Run 1, cell classes on the final placement:
Drawn at 6 px/um.
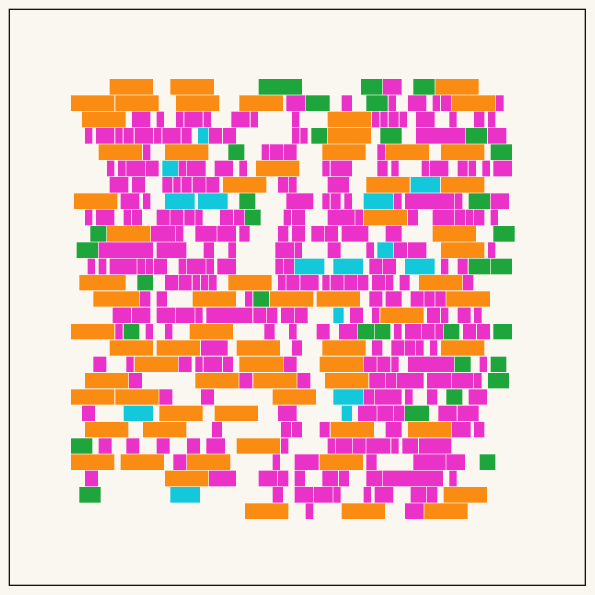
Run 1, met3 routing:
Drawn at 4 px/um.
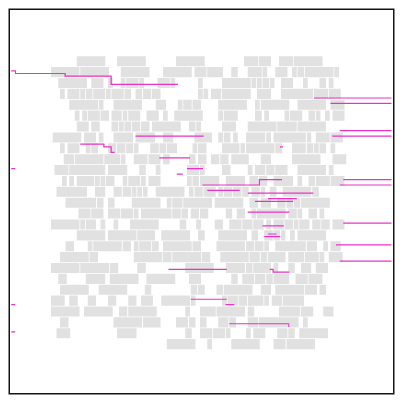
Run 1, pin placement:
Drawn at 4 px/um. Pins as bars across the die edge, other pins in gray.
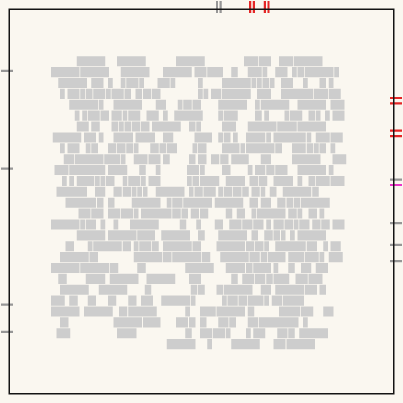
Run 1, a small window of the routed layout:
Window x 46 to 96, y 46 to 96 um. Cells in gray, sequential cells in the stronger gray; small squares are vias.
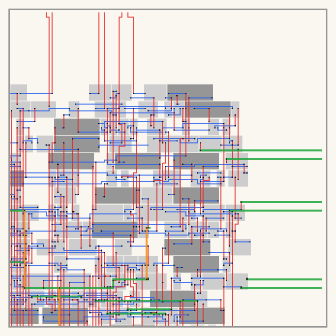
<file path="src/rtl/ps2_pkg.sv">
// Shared definitions for the PS/2 host transmitter: FSM states, timing
// count helpers and the bit-index markers used while shifting a frame.
package ps2_pkg;

    typedef enum logic [2:0] {
        IDLE,
        INHIBIT,
        START,
        SHIFT,
        ACK,
        RELEASE
    } ps2_tx_state_e;

    localparam int IDX_W = 4;

    // Index values reached after the eight data bits have been shifted.
    localparam logic [IDX_W-1:0] PARITY_IDX = 4'd8;
    localparam logic [IDX_W-1:0] STOP_IDX   = 4'd9;

    // Clock cycles the host holds the bus clock low before the start bit.
    function automatic int inhibit_cycles(input int clk_khz, input int inhibit_us);
        return (clk_khz * inhibit_us) / 1000;
    endfunction

    // Clock cycles allowed for the whole transfer after the clock is released.
    function automatic int timeout_cycles(input int clk_khz, input int timeout_ms);
        return clk_khz * timeout_ms;
    endfunction

endpackage

</file>
<file path="src/rtl/ps2_line_filter.sv">
// Brings one asynchronous PS/2 line into the clk domain and deglitches it:
// two synchronizer flops, then the filtered level only moves once four
// consecutive synchronized samples agree.
module ps2_line_filter (
    input  logic clk,
    input  logic reset_n,
    input  logic line_in,
    output logic level
);

    logic [1:0] sync_q, sync_d;
    logic [3:0] samp_q, samp_d;
    logic       level_q, level_d;

    // Shift the synchronizer and sample history; update level on agreement.
    always_comb begin
        sync_d  = {sync_q[0], line_in};
        samp_d  = {samp_q[2:0], sync_q[1]};
        level_d = level_q;
        if (&samp_q) begin
            level_d = 1'b1;
        end else if (~|samp_q) begin
            level_d = 1'b0;
        end
    end

    // Idle bus is high, so everything resets to ones.
    always_ff @(posedge clk) begin
        if (!reset_n) begin
            sync_q  <= 2'b11;
            samp_q  <= 4'b1111;
            level_q <= 1'b1;
        end else begin
            sync_q  <= sync_d;
            samp_q  <= samp_d;
            level_q <= level_d;
        end
    end

    assign level = level_q;

endmodule

</file>
<file path="src/rtl/ps2_host_tx.sv">
// PS/2 host-to-device transmitter. Inhibits the bus, issues the start bit,
// shifts data/parity/stop on device clock falls, checks the acknowledge and
// reports done or err, with an overall transfer timeout.
//
//   state   | meaning
//   --------+-----------------------------------------------------------
//   IDLE    | lines released, ready to accept a byte
//   INHIBIT | holding clock low for the inhibit period
//   START   | releasing clock while data holds the start bit
//   SHIFT   | driving data, parity and stop on device clock falls
//   ACK     | waiting for the fall that carries the device acknowledge
//   RELEASE | waiting for clock high before reporting the result
module ps2_host_tx
    import ps2_pkg::*;
#(
    parameter int CLK_KHZ    = 50000,
    parameter int INHIBIT_US = 100,
    parameter int TIMEOUT_MS = 15
) (
    input  logic       clk,
    input  logic       reset_n,
    input  logic [7:0] tx_data,
    input  logic       tx_valid,
    output logic       tx_ready,
    input  logic       ps2_clk_in,
    input  logic       ps2_dat_in,
    output logic       ps2_clk_oe,
    output logic       ps2_dat_oe,
    output logic       busy,
    output logic       done,
    output logic       err
);

    localparam int INH_RAW = inhibit_cycles(CLK_KHZ, INHIBIT_US);
    localparam int INH_CYC = (INH_RAW < 1) ? 1 : INH_RAW;
    localparam int INH_W   = (INH_CYC < 2) ? 1 : $clog2(INH_CYC);
    localparam int TO_CYC  = timeout_cycles(CLK_KHZ, TIMEOUT_MS);
    localparam int TO_W    = (TO_CYC < 1) ? 1 : $clog2(TO_CYC + 1);

    localparam logic [INH_W-1:0] INH_LOAD = INH_W'(INH_CYC - 1);
    localparam logic [TO_W-1:0]  TO_TC    = TO_W'(TO_CYC);

    ps2_tx_state_e    state_q, state_d;
    logic [7:0]       data_q, data_d;
    logic             parity_q, parity_d;
    logic             ack_q, ack_d;
    logic [IDX_W-1:0] idx_q, idx_d;
    logic [INH_W-1:0] inh_cnt_q, inh_cnt_d;
    logic [TO_W-1:0]  to_cnt_q, to_cnt_d;
    logic             clk_oe_q, clk_oe_d;
    logic             dat_oe_q, dat_oe_d;
    logic             clk_prev_q, clk_prev_d;

    logic clk_lvl;
    logic dat_lvl;
    logic clk_fall;
    logic timeout;
    logic done_c;
    logic err_c;

    ps2_line_filter u_clk_filter (
        .clk     (clk),
        .reset_n (reset_n),
        .line_in (ps2_clk_in),
        .level   (clk_lvl)
    );

    ps2_line_filter u_dat_filter (
        .clk     (clk),
        .reset_n (reset_n),
        .line_in (ps2_dat_in),
        .level   (dat_lvl)
    );

    assign clk_prev_d = clk_lvl;
    assign clk_fall   = clk_prev_q & ~clk_lvl;

    // Next-state, datapath and result pulses; timeout overrides everything.
    always_comb begin
        state_d   = state_q;
        data_d    = data_q;
        parity_d  = parity_q;
        ack_d     = ack_q;
        idx_d     = idx_q;
        inh_cnt_d = inh_cnt_q;
        to_cnt_d  = '0;
        clk_oe_d  = clk_oe_q;
        dat_oe_d  = dat_oe_q;
        done_c    = 1'b0;
        err_c     = 1'b0;
        timeout   = 1'b0;

        // Counter sits at zero until START, so START itself is count 0.
        if (state_q inside {START, SHIFT, ACK, RELEASE}) begin
            to_cnt_d = to_cnt_q + TO_W'(1);
            timeout  = (to_cnt_q == TO_TC);
        end

        if (timeout) begin
            clk_oe_d = 1'b0;
            dat_oe_d = 1'b0;
            err_c    = 1'b1;
            to_cnt_d = '0;
            state_d  = IDLE;
        end else begin
            case (state_q)
                IDLE: begin
                    clk_oe_d = 1'b0;
                    dat_oe_d = 1'b0;
                    if (tx_valid) begin
                        data_d    = tx_data;
                        parity_d  = ~^tx_data;
                        inh_cnt_d = INH_LOAD;
                        clk_oe_d  = 1'b1;
                        state_d   = INHIBIT;
                    end
                end
                INHIBIT: begin
                    if (inh_cnt_q == '0) begin
                        dat_oe_d = 1'b1;
                        state_d  = START;
                    end else begin
                        inh_cnt_d = inh_cnt_q - INH_W'(1);
                    end
                end
                START: begin
                    clk_oe_d = 1'b0;
                    idx_d    = '0;
                    state_d  = SHIFT;
                end
                SHIFT: begin
                    if (clk_fall) begin
                        if (idx_q == STOP_IDX) begin
                            dat_oe_d = 1'b0;
                            state_d  = ACK;
                        end else if (idx_q == PARITY_IDX) begin
                            dat_oe_d = ~parity_q;
                        end else begin
                            dat_oe_d = ~data_q[idx_q[2:0]];
                        end
                        idx_d = idx_q + IDX_W'(1);
                    end
                end
                ACK: begin
                    if (clk_fall) begin
                        ack_d   = ~dat_lvl;
                        state_d = RELEASE;
                    end
                end
                RELEASE: begin
                    if (clk_lvl) begin
                        done_c  = ack_q;
                        err_c   = ~ack_q;
                        state_d = IDLE;
                    end
                end
                default: begin
                    clk_oe_d = 1'b0;
                    dat_oe_d = 1'b0;
                    state_d  = IDLE;
                end
            endcase
        end
    end

    // State and datapath registers; reset releases both lines on the same edge.
    always_ff @(posedge clk) begin
        if (!reset_n) begin
            state_q    <= IDLE;
            data_q     <= '0;
            parity_q   <= 1'b0;
            ack_q      <= 1'b0;
            idx_q      <= '0;
            inh_cnt_q  <= '0;
            to_cnt_q   <= '0;
            clk_oe_q   <= 1'b0;
            dat_oe_q   <= 1'b0;
            clk_prev_q <= 1'b1;
        end else begin
            state_q    <= state_d;
            data_q     <= data_d;
            parity_q   <= parity_d;
            ack_q      <= ack_d;
            idx_q      <= idx_d;
            inh_cnt_q  <= inh_cnt_d;
            to_cnt_q   <= to_cnt_d;
            clk_oe_q   <= clk_oe_d;
            dat_oe_q   <= dat_oe_d;
            clk_prev_q <= clk_prev_d;
        end
    end

    assign tx_ready   = (state_q == IDLE);
    assign busy       = ~tx_ready;
    assign ps2_clk_oe = clk_oe_q;
    assign ps2_dat_oe = dat_oe_q;
    // Gated so a reset landing on the reporting cycle never shows a pulse.
    assign done       = done_c & reset_n;
    assign err        = err_c & reset_n;

endmodule

</file>
<file path="config.mk">
export PLATFORM = sky130hd
export DESIGN_NAME = ps2_host_tx
export DESIGN_NICKNAME = d
export VERILOG_FILES = /design/src/rtl/ps2_pkg.sv /design/src/rtl/ps2_line_filter.sv /design/src/rtl/ps2_host_tx.sv
export SDC_FILE = /design/constraint.sdc
export NUM_CORES = 1
export LEC_CHECK = 0
export CAP_MARGIN = 20
export CORE_MARGIN = 10
export CORE_UTILIZATION = 55
export DETAILED_ROUTE_END_ITERATION = 10
export PLACE_DENSITY_LB_ADDON = 0.12
export SETUP_SLACK_MARGIN = 0.15
export SYNTH_ARGS = -nofsm -noshare
export SYNTH_HDL_FRONTEND = slang
export SYNTH_HIERARCHICAL = 1
export SYNTH_SLANG_ARGS = --single-unit
</file>
<file path="constraint.sdc">
create_clock -name clk -period 2.4 [get_ports clk]
set_input_delay 0.24 -clock clk [delete_from_list [all_inputs] [get_ports clk]]
set_output_delay 0.24 -clock clk [all_outputs]
set_load 0.05 [all_outputs]
</file>
==> results.tsv, run 1 <==
metric	value	unit
nonclk buf count	33	
post-CTS resize count	9	
Yosys Instances	358	
end of the worst hold path	u_dat_filter/samp_q[0]$_SDFF_PN1_	
Critical Path Start Type	register	
Synth Register Bits	67	
drt pass-1 iters	4	
FP Util	57.00	%
routed len/inst	14.10	um
Post-synth area hogs	dfxtp_1, xnor2_1, nor2_1	
antenna-violating nets left	0	
area occupied by registers	0.001344	sq mm
Finished Cell Area	0.003712	sq mm
worst hold margin	0.4097	ns
Worst slew margin	62.17	%
Port Buf Inserts	18	
status	completed	
biggest regs	to_cnt_q: 20 flops, inh_cnt_q: 13 flops, data_q: 8 flops	
max frequency	421.9	MHz
Place WS	0.1550	ns
Crit path max-delay family	simple AND/OR/NAND/NOR gates	
Worst Setup End Kind	output pin	
Mapped Avg Cell Area	8.821	sq um
initial antenna violation count	0	
top cells by count	dfxtp_1, nor2_1, nand2_1	
sequential cell fraction of total power	44.3	%
Die X	95.78	um
Leak	0.001311	uW
Commonest Layout Cell	dfxtp_1	
GPL Wtd Cong	0.9131	
Synth top cell by count	dfxtp_1	
DP HPWL	4.591	mm
pin count of the biggest net entering global routing	28	
worst setup margin	0.03003	ns
syn nets	378	
clk_skew	0.005697	ns
Post-Syn Instances	358	
Tmin final	2.370	ns
CP endpoint	err	
tool warnings	32	
Yosys warnings	6	
clk root buf	clkbuf_8	
Clock transition at path regs	0.07	ns
Die Y	95.78	um
Synth Flop Type	dfxtp_1	
combinational power share	27.7	%
# Max-Cap Violations	0	
DR DRC count	0	
Routed WL	6.586	mm
slowest stage cell on the critical path	or4b_4	
largest fanout on the critical path	4	
Largest Register	to_cnt_q	
WP buf/inv	2	
CLK BUF	10	
Largest register FFs	20	
Unique cell types	54	
placed inst area	0.003455	sq mm
chip area	0.009173	sq mm
Layout area overhead	17.55	%
asr flop ratio synth	0	%
Net Sw Power	953.5	uW
Final Slew Violations	0	
CTS H-Tree Depth	3	
Tot Pwr	2880	uW
unrepaired setup endpoints after global routing	yes	
share of layout cells above drive strength 1	14.43	%
Hold WC Path Type	register to register	
Tapcells	72	
wire length on met1	3.051	mm
# diodes	0	
Flops	67	
number of enable flip-flop cells	0	
global-route wire length before repair	11.40	mm
Max Buffers Root-to-Sink	2	
fin util	67.01	%
Cells after DPL	446	
clock-cell share of area	4.516	%
Clk Latency, worst-skew pair	0.33	ns
Clock Sinks	67	
CTS buffer count	9	
crit path DAT	2.13	ns
Non-Filler Instances	467	
Slew @ Worst Pin	0.5623	ns
maximum VDD drop	0.5132	mV
YS chip area	0.003158	sq mm
hold_buf cts	0	
inverters	13	
CP max stage delay	0.47	ns
Reg2Reg Depth	8	
Row Count	27	
Total Routing Usage GR	15.43	%
Worst Hold Depth	1	
worst path cell trace	inv_2 > ha_4 > or4b_4 > nor4_4 > nand4_1 > a21oi_2 > buf_12	
synthesized cell area	0.003158	sq mm
drt initial violations	129	
pwr dens	775.8	mW/mm^2
max layer used	met4	
number of logic gates	267	
total global routing overflow	0	
reg-to-reg startpoint	inh_cnt_q[1]$_SDFFE_PN0P_	
## Picture notes: 'cell classes on the final placement'
legend:
  green:
    class: other buffers and delay cells
    cells: 33
  magenta:
    class: combinational and other logic
    cells: 280
  cyan:
    class: clock drivers and dummy loads
    cells: 15
  orange:
    class: flops
    cells: 67

## Picture notes: 'met3 routing'
wire length on this layer: 337 um
main direction: horizontal
share of all routed wire: 5.1%
longest straight run: 19.1 um

## Picture notes: 'pin placement'
legend:
  magenta:
    port: `ps2_dat_oe`
    pins: 1
    direction: output
    edge: right
  red:
    port: `tx_data`
    pins: 8
    direction: input
    edge: 4 right, 4 top
all pins by edge: 9 right, 6 top, 4 left

## Picture notes: 'a small window of the routed layout'
legend:
  orange:
    layer: metal 4
  blue:
    layer: metal 1
  red:
    layer: metal 2
  green:
    layer: metal 3
netlist names of flops here include: `data_q` (8), `idx_q` (3), `state_q` (2)
sequential cells in the window: 16
most frequent: nand2_1 (26), dfxtp_1 (16), a21oi_1 (15)
cells with their middle in the window: 118

==> run 1: logic make-up after synthesis <==
family	Yosys count	share of synthesized area (%)
buf+inv	24	3.209
fa+ha+maj	7	2.773
compound gates	61	13.31
flops	67	42.47
xor+xnor	33	9.152
mux	5	2.377
simple gates	161	26.70
==> run 1: power by group through the flow <==
| stage | sequential, uW | clock (uW) | combinational, uW |
|---|---|---|---|
| global placement | 1300 | 0 | 755 |
| global route | 1290 | 866 | 879 |
| finish | 1270 | 808 | 797 |
| floorplan | 1300 | 0 | 584 |
| detailed placement | 1300 | 0 | 767 |
| CTS | 1270 | 824 | 776 |
==> run 1: per-layer routing <==
layer	track usage, %	vias up
met5	0	-
met4	4.668	0
met3	5.136	8
met2	24.72	52
met1	19.27	1202
li1	-	1318
## Run 2: what changed since run 1
- CTS_BUF_LIST: not set -> sky130_fd_sc_hd__clkbuf_8
- GPL_TIMING_DRIVEN: not set -> 0
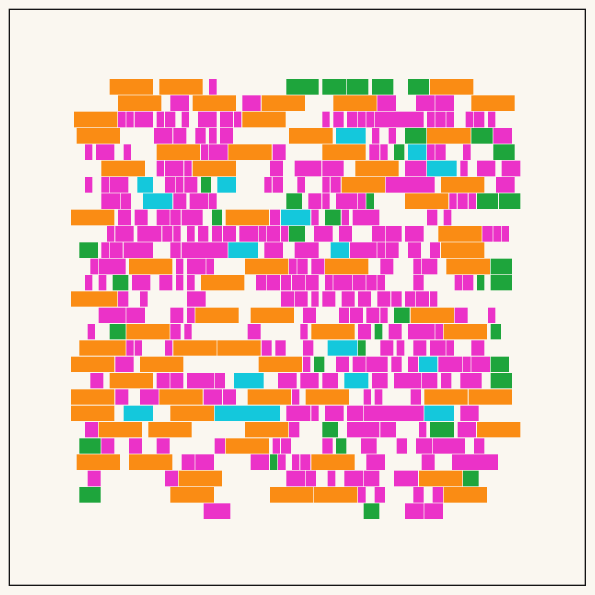
Run 2: cell classes on the final placement
Drawn at 6 px/um.
legend:
  magenta:
    class: combinational and other logic
    cells: 280
  orange:
    class: flops
    cells: 67
  green:
    class: other buffers and delay cells
    cells: 38
  cyan:
    class: clock drivers and dummy loads
    cells: 16

==> run 2 against run 1 <==
Combinational power is essentially flat. Global-route usage about the same. Clock power up about 20%. Largest cell class unchanged. Synthesized cell count unchanged. Highest routed layer unchanged. Area after synthesis did not move. Worst setup slack got worse by 0.014 ns. Register-to-register slack improved by 0.05 ns.
==> results.tsv, run 2 <==
metric	value	unit
post-CTS resize count	30	
Clk Latency, worst-skew pair	0.35	ns
Slew @ Worst Pin	0.6876	ns
top cell type's share of synthesized area	42.47	%
worst setup margin	0.01590	ns
placed inst area	0.003435	sq mm
Layout area overhead	18.70	%
YS chip area	0.003158	sq mm
Top power group	registers	
met1 Use GR	19.65	%
biggest regs	to_cnt_q: 20 flops, inh_cnt_q: 13 flops, data_q: 8 flops	
max frequency	419.4	MHz
Reg2Reg Depth	8	
area occupied by registers	0.001344	sq mm
Largest register FFs	20	
Max Buffers Root-to-Sink	2	
Tapcells	72	
Unique cell types	54	
combinational power share	26.2	%
met3 GRT Util	5.292	%
worst path cell trace	inv_2 > ha_1 > or4b_4 > nor4_4 > nand4_1 > a21oi_2 > buf_6	
max layer used	met4	
# diodes	0	
clk_skew	0.006517	ns
pin count of the biggest net entering global routing	20	
initial antenna violation count	0	
unrepaired setup endpoints after global routing	yes	
Net Sw Power	1016	uW
CP max stage delay	0.47	ns
Cells after DPL	448	
GRT busiest layer	met2	
Post-Syn Instances	358	
Tmin final	2.384	ns
Clock Sinks	67	
Leak	0.001328	uW
antenna-violating nets left	0	
Yosys Instances	358	
synthesized cell area	0.003158	sq mm
Synth Register Bits	67	
hold_buf cts	0	
Row Count	27	
drt initial violations	140	
FP Util	57.00	%
Critical Path Start Type	register	
number of enable flip-flop cells	0	
met2 GRT Util	24.49	%
reg-to-reg startpoint	inh_cnt_q[1]$_SDFFE_PN0P_	
Cell Int Power	2034	uW
Synth Flop Type	dfxtp_1	
Synth top cell by count	dfxtp_1	
Die Y	95.78	um
CTS buffer count	9	
Tot Pwr	3050	uW
power in the clock group	970	uW
slowest stage cell on the critical path	or4b_4	
Worst Hold Depth	1	
clock-cell share of area	5.541	%
status	completed	
Worst Setup End Kind	output pin	
sequential cell fraction of total power	42.0	%
Mapped Avg Cell Area	8.821	sq um
Place WS	-0.9716	ns
CTS H-Tree Depth	3	
pwr dens	813.7	mW/mm^2
top cells by count	dfxtp_1, nor2_1, nand2_1	
Yosys warnings	6	
global-route wire length before repair	11.39	mm
Finished Cell Area	0.003749	sq mm
WP buf/inv	2	
Comb power	800	uW
number of logic gates	267	
DP HPWL	4.647	mm
share of layout cells above drive strength 1	14.71	%
P_seq	1280	uW
Hold WC Path Type	register to register	
Clock transition at path regs	0.08	ns
Crit path max-delay family	simple AND/OR/NAND/NOR gates	
Flops	67	
largest fanout on the critical path	3	
asr flop ratio synth	0	%
total global routing overflow	0	
Worst slew margin	54.16	%
Final Slew Violations	0	
# Max-Cap Violations	0	
CLK BUF	9	
DR DRC count	0	
nonclk buf count	38	
Post-synth area hogs	dfxtp_1, xnor2_1, nor2_1	
Die X	95.78	um
GPL Wtd Cong	0.8701	
routed len/inst	14.08	um
worst hold margin	0.4116	ns
end of the worst hold path	u_dat_filter/samp_q[0]$_SDFF_PN1_	
Non-Filler Instances	473	
clk root buf	clkbuf_8	
Port Buf Inserts	18	
CP endpoint	err	
inverters	13	
fin util	67.66	%
Commonest Layout Cell	dfxtp_1	
tool warnings	32	
Routed WL	6.661	mm
## run 2: cell counts after synthesis
No cell type changed its count.
## run 2: kinds of logic (layout without fill, tap and decap cells)
family | after synthesis | count (layout) | synth area share, %
simple gates | 161 | 161 | 26.70
flops | 67 | 67 | 42.47
compound gates | 61 | 61 | 13.31
xor+xnor | 33 | 33 | 9.152
buf+inv | 24 | 67 | 3.209
fa+ha+maj | 7 | 7 | 2.773
mux | 5 | 5 | 2.377
## run 2: worst reg2reg max path, stage by stage, from the launching register on
cell	delay [ns]
dfxtp_1	0.34
inv_1	0.13
ha_1	0.17
or3b_2	0.48
nor4_4	0.27
buf_6	0.18
nor3_1	0.10
o31ai_1	0.25
a21oi_1	0.08
## Run 3: what changed since run 2
- CAP_MARGIN: 20 -> not set
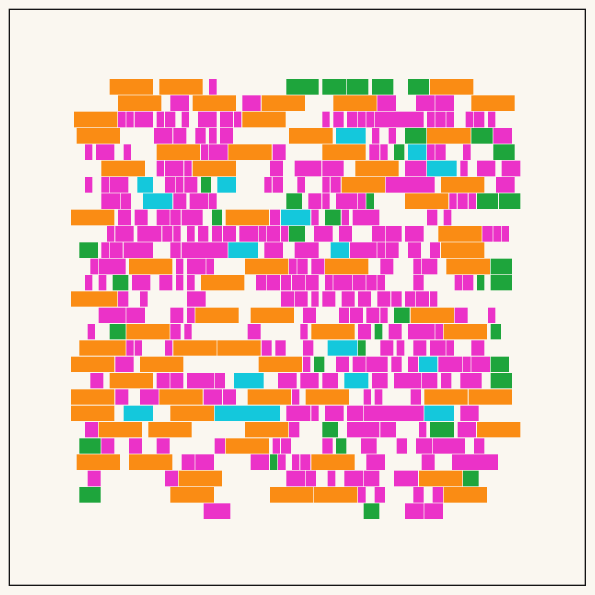
Run 3: cell classes on the final placement
Drawn at 6 px/um.
legend:
  magenta:
    class: combinational and other logic
    cells: 280
  green:
    class: other buffers and delay cells
    cells: 38
  orange:
    class: flops
    cells: 67
  cyan:
    class: clock drivers and dummy loads
    cells: 16

==> run 3 against run 2 <==
Sequential share of layout area stayed put. Final cell count is the same. Non-clock buffer count unchanged. Maximum frequency did not move. Sequential cell count did not move. Synthesized cell count unchanged. Clock-buffer cell count unchanged. Combinational power about the same. Utilization stayed put. Total power did not move. Sequential power barely moved. Critical path type unchanged. Largest power group unchanged.
==> results.tsv, run 3 <==
metric	value	unit
status	completed	
initial antenna violation count	0	
Tot Pwr	3050	uW
chip area	0.009173	sq mm
YS chip area	0.003158	sq mm
drt pass-1 iters	5	
Comb power	800	uW
Finished Cell Area	0.003749	sq mm
placed inst area	0.003435	sq mm
pin count of the biggest net entering global routing	20	
Net Sw Power	1016	uW
slowest stage cell on the critical path	or4b_4	
# Max-Cap Violations	0	
Non-Filler Instances	473	
Row Count	27	
Synth Register Bits	67	
Worst Setup End Kind	output pin	
Die X	95.78	um
share of layout cells above drive strength 1	14.71	%
Synth Seq Share	42.47	%
Die Y	95.78	um
worst path cell trace	inv_2 > ha_1 > or4b_4 > nor4_4 > nand4_1 > a21oi_2 > buf_6	
Top cells excl fill/tap	dfxtp_1, nor2_1, nand2_1	
Final Slew Violations	0	
DP HPWL	4.647	mm
hold_buf cts	0	
clock share of power	31.8	%
fin util	67.66	%
Port Buf Inserts	18	
number of enable flip-flop cells	0	
WP buf/inv	2	
CTS tree	yes	
Post-Syn Instances	358	
Worst Path Required	2.16	ns
Final #Nets	416	
total global routing overflow	0	
GRT busiest layer	met2	
Yosys warnings	6	
switching share of total power	33.31	%
final hold viol count	0	
Setup CP Type	register to output pin	
setup TNS	0	ns
unrepaired setup endpoints after global routing	yes	
crit share post-route	99.34	%
Routed WL	6.661	mm
top cell type's share of synthesized area	42.47	%
power in the clock group	970	uW
Yosys Instances	358	
worst setup margin	0.01590	ns
setup bufs post-CTS	5	
biggest regs	to_cnt_q: 20 flops, inh_cnt_q: 13 flops, data_q: 8 flops	
wire length on met1	3.073	mm
Leak	0.001328	uW
Synth Flop Type	dfxtp_1	
Hold WC Path Type	register to register	
Cells after DPL	448	
top cells by count	dfxtp_1, nor2_1, nand2_1	
crit path DAT	2.14	ns
Slew @ Worst Pin	0.6876	ns
CP max stage delay	0.47	ns
Clock Sinks	67	
clk root buf	clkbuf_8	
Place WS	-0.9716	ns
largest area contributor in the netlist	dfxtp_1	
sequential cell fraction of total power	42.0	%
P_seq	1280	uW
CTS buffer count	9	
met3 WL post-DR	333	um
Critical Path Start Type	register	
Synth logic family	simple AND/OR/NAND/NOR gates	
Max Buffers Root-to-Sink	2	
DR WL met2	3.192	mm
post-CTS resize count	30	
met3 GRT Util	5.292	%
Worst slew margin	54.16	%
DR vias	2616	
Largest Register	to_cnt_q	
pwr dens	813.7	mW/mm^2
clk_skew	0.006517	ns
syn nets	378	
combinational power share	26.2	%
Unique cell types	54	
vias in the first global route	2436	
Core ar.	0.005540	sq mm
Top Ports	19	
Largest register FFs	20	
Layout area overhead	18.70	%
Clock transition at path regs	0.08	ns
Cell Int Power	2034	uW
Tmin final	2.384	ns
# diodes	0	
max layer used	met4	
worst hold margin	0.4116	ns
Synth top cell by count	dfxtp_1	
met2 GRT Util	24.49	%
Clk Latency, worst-skew pair	0.35	ns
final setup vio count	0	
xor/xnor share	9.152	%
AO/OA Area Share	13.31	%
drt initial violations	140	
routed len/inst	14.08	um
CTS H-Tree Depth	3	
Crit path max-delay family	simple AND/OR/NAND/NOR gates	
Post-synth area hogs	dfxtp_1, xnor2_1, nor2_1	
FP Util	57.00	%
DR DRC count	0	
Synth Area in Adders	2.773	%
GPL Wtd Cong	0.8701	
tool warnings	32	
Mapped Avg Cell Area	8.821	sq um
global-route wire length before repair	11.39	mm
asr flop ratio synth	0	%
Total Routing Usage GR	15.40	%
Simple Share, Synth	26.70	%
vias per std cell	5.531	
met1 Use GR	19.65	%
synthesized cell area	0.003158	sq mm
mux frac, synth	2.377	%
Top power group	registers	
largest fanout on the critical path	3	
Commonest Layout Cell	dfxtp_1	
max frequency	419.4	MHz
maximum VDD drop	0.7079	mV
antenna-violating nets left	0	
==> run 3: path summary, 6_finish.rpt <==
kind	from	to	slack, ns	depth (start not counted)
hold / removal	u_dat_filter/sync_q[1]$_SDFF_PN1_	u_dat_filter/samp_q[0]$_SDFF_PN1_	0.41	1
setup reg to reg	inh_cnt_q[1]$_SDFFE_PN0P_	ps2_dat_oe$_SDFFE_PP0P_	0.28	8
setup / recovery	to_cnt_q[0]$_SDFF_PP0_	err	0.02	7
hold reg to reg	u_dat_filter/sync_q[1]$_SDFF_PN1_	u_dat_filter/samp_q[0]$_SDFF_PN1_	0.41	1
==> run 3: layout make-up <==
type	count	area, sq um
clock buffer	9	123.9
multi-input combinational	267	1755
sequential	67	1344
tap	72	90.09
buffer	11	55.05
clock inverter	7	83.83
fill	486	1792
timing repair buffer	27	246.5
inverter	13	50.05
No activity file was given, so power comes from the tool's default toggle rates.
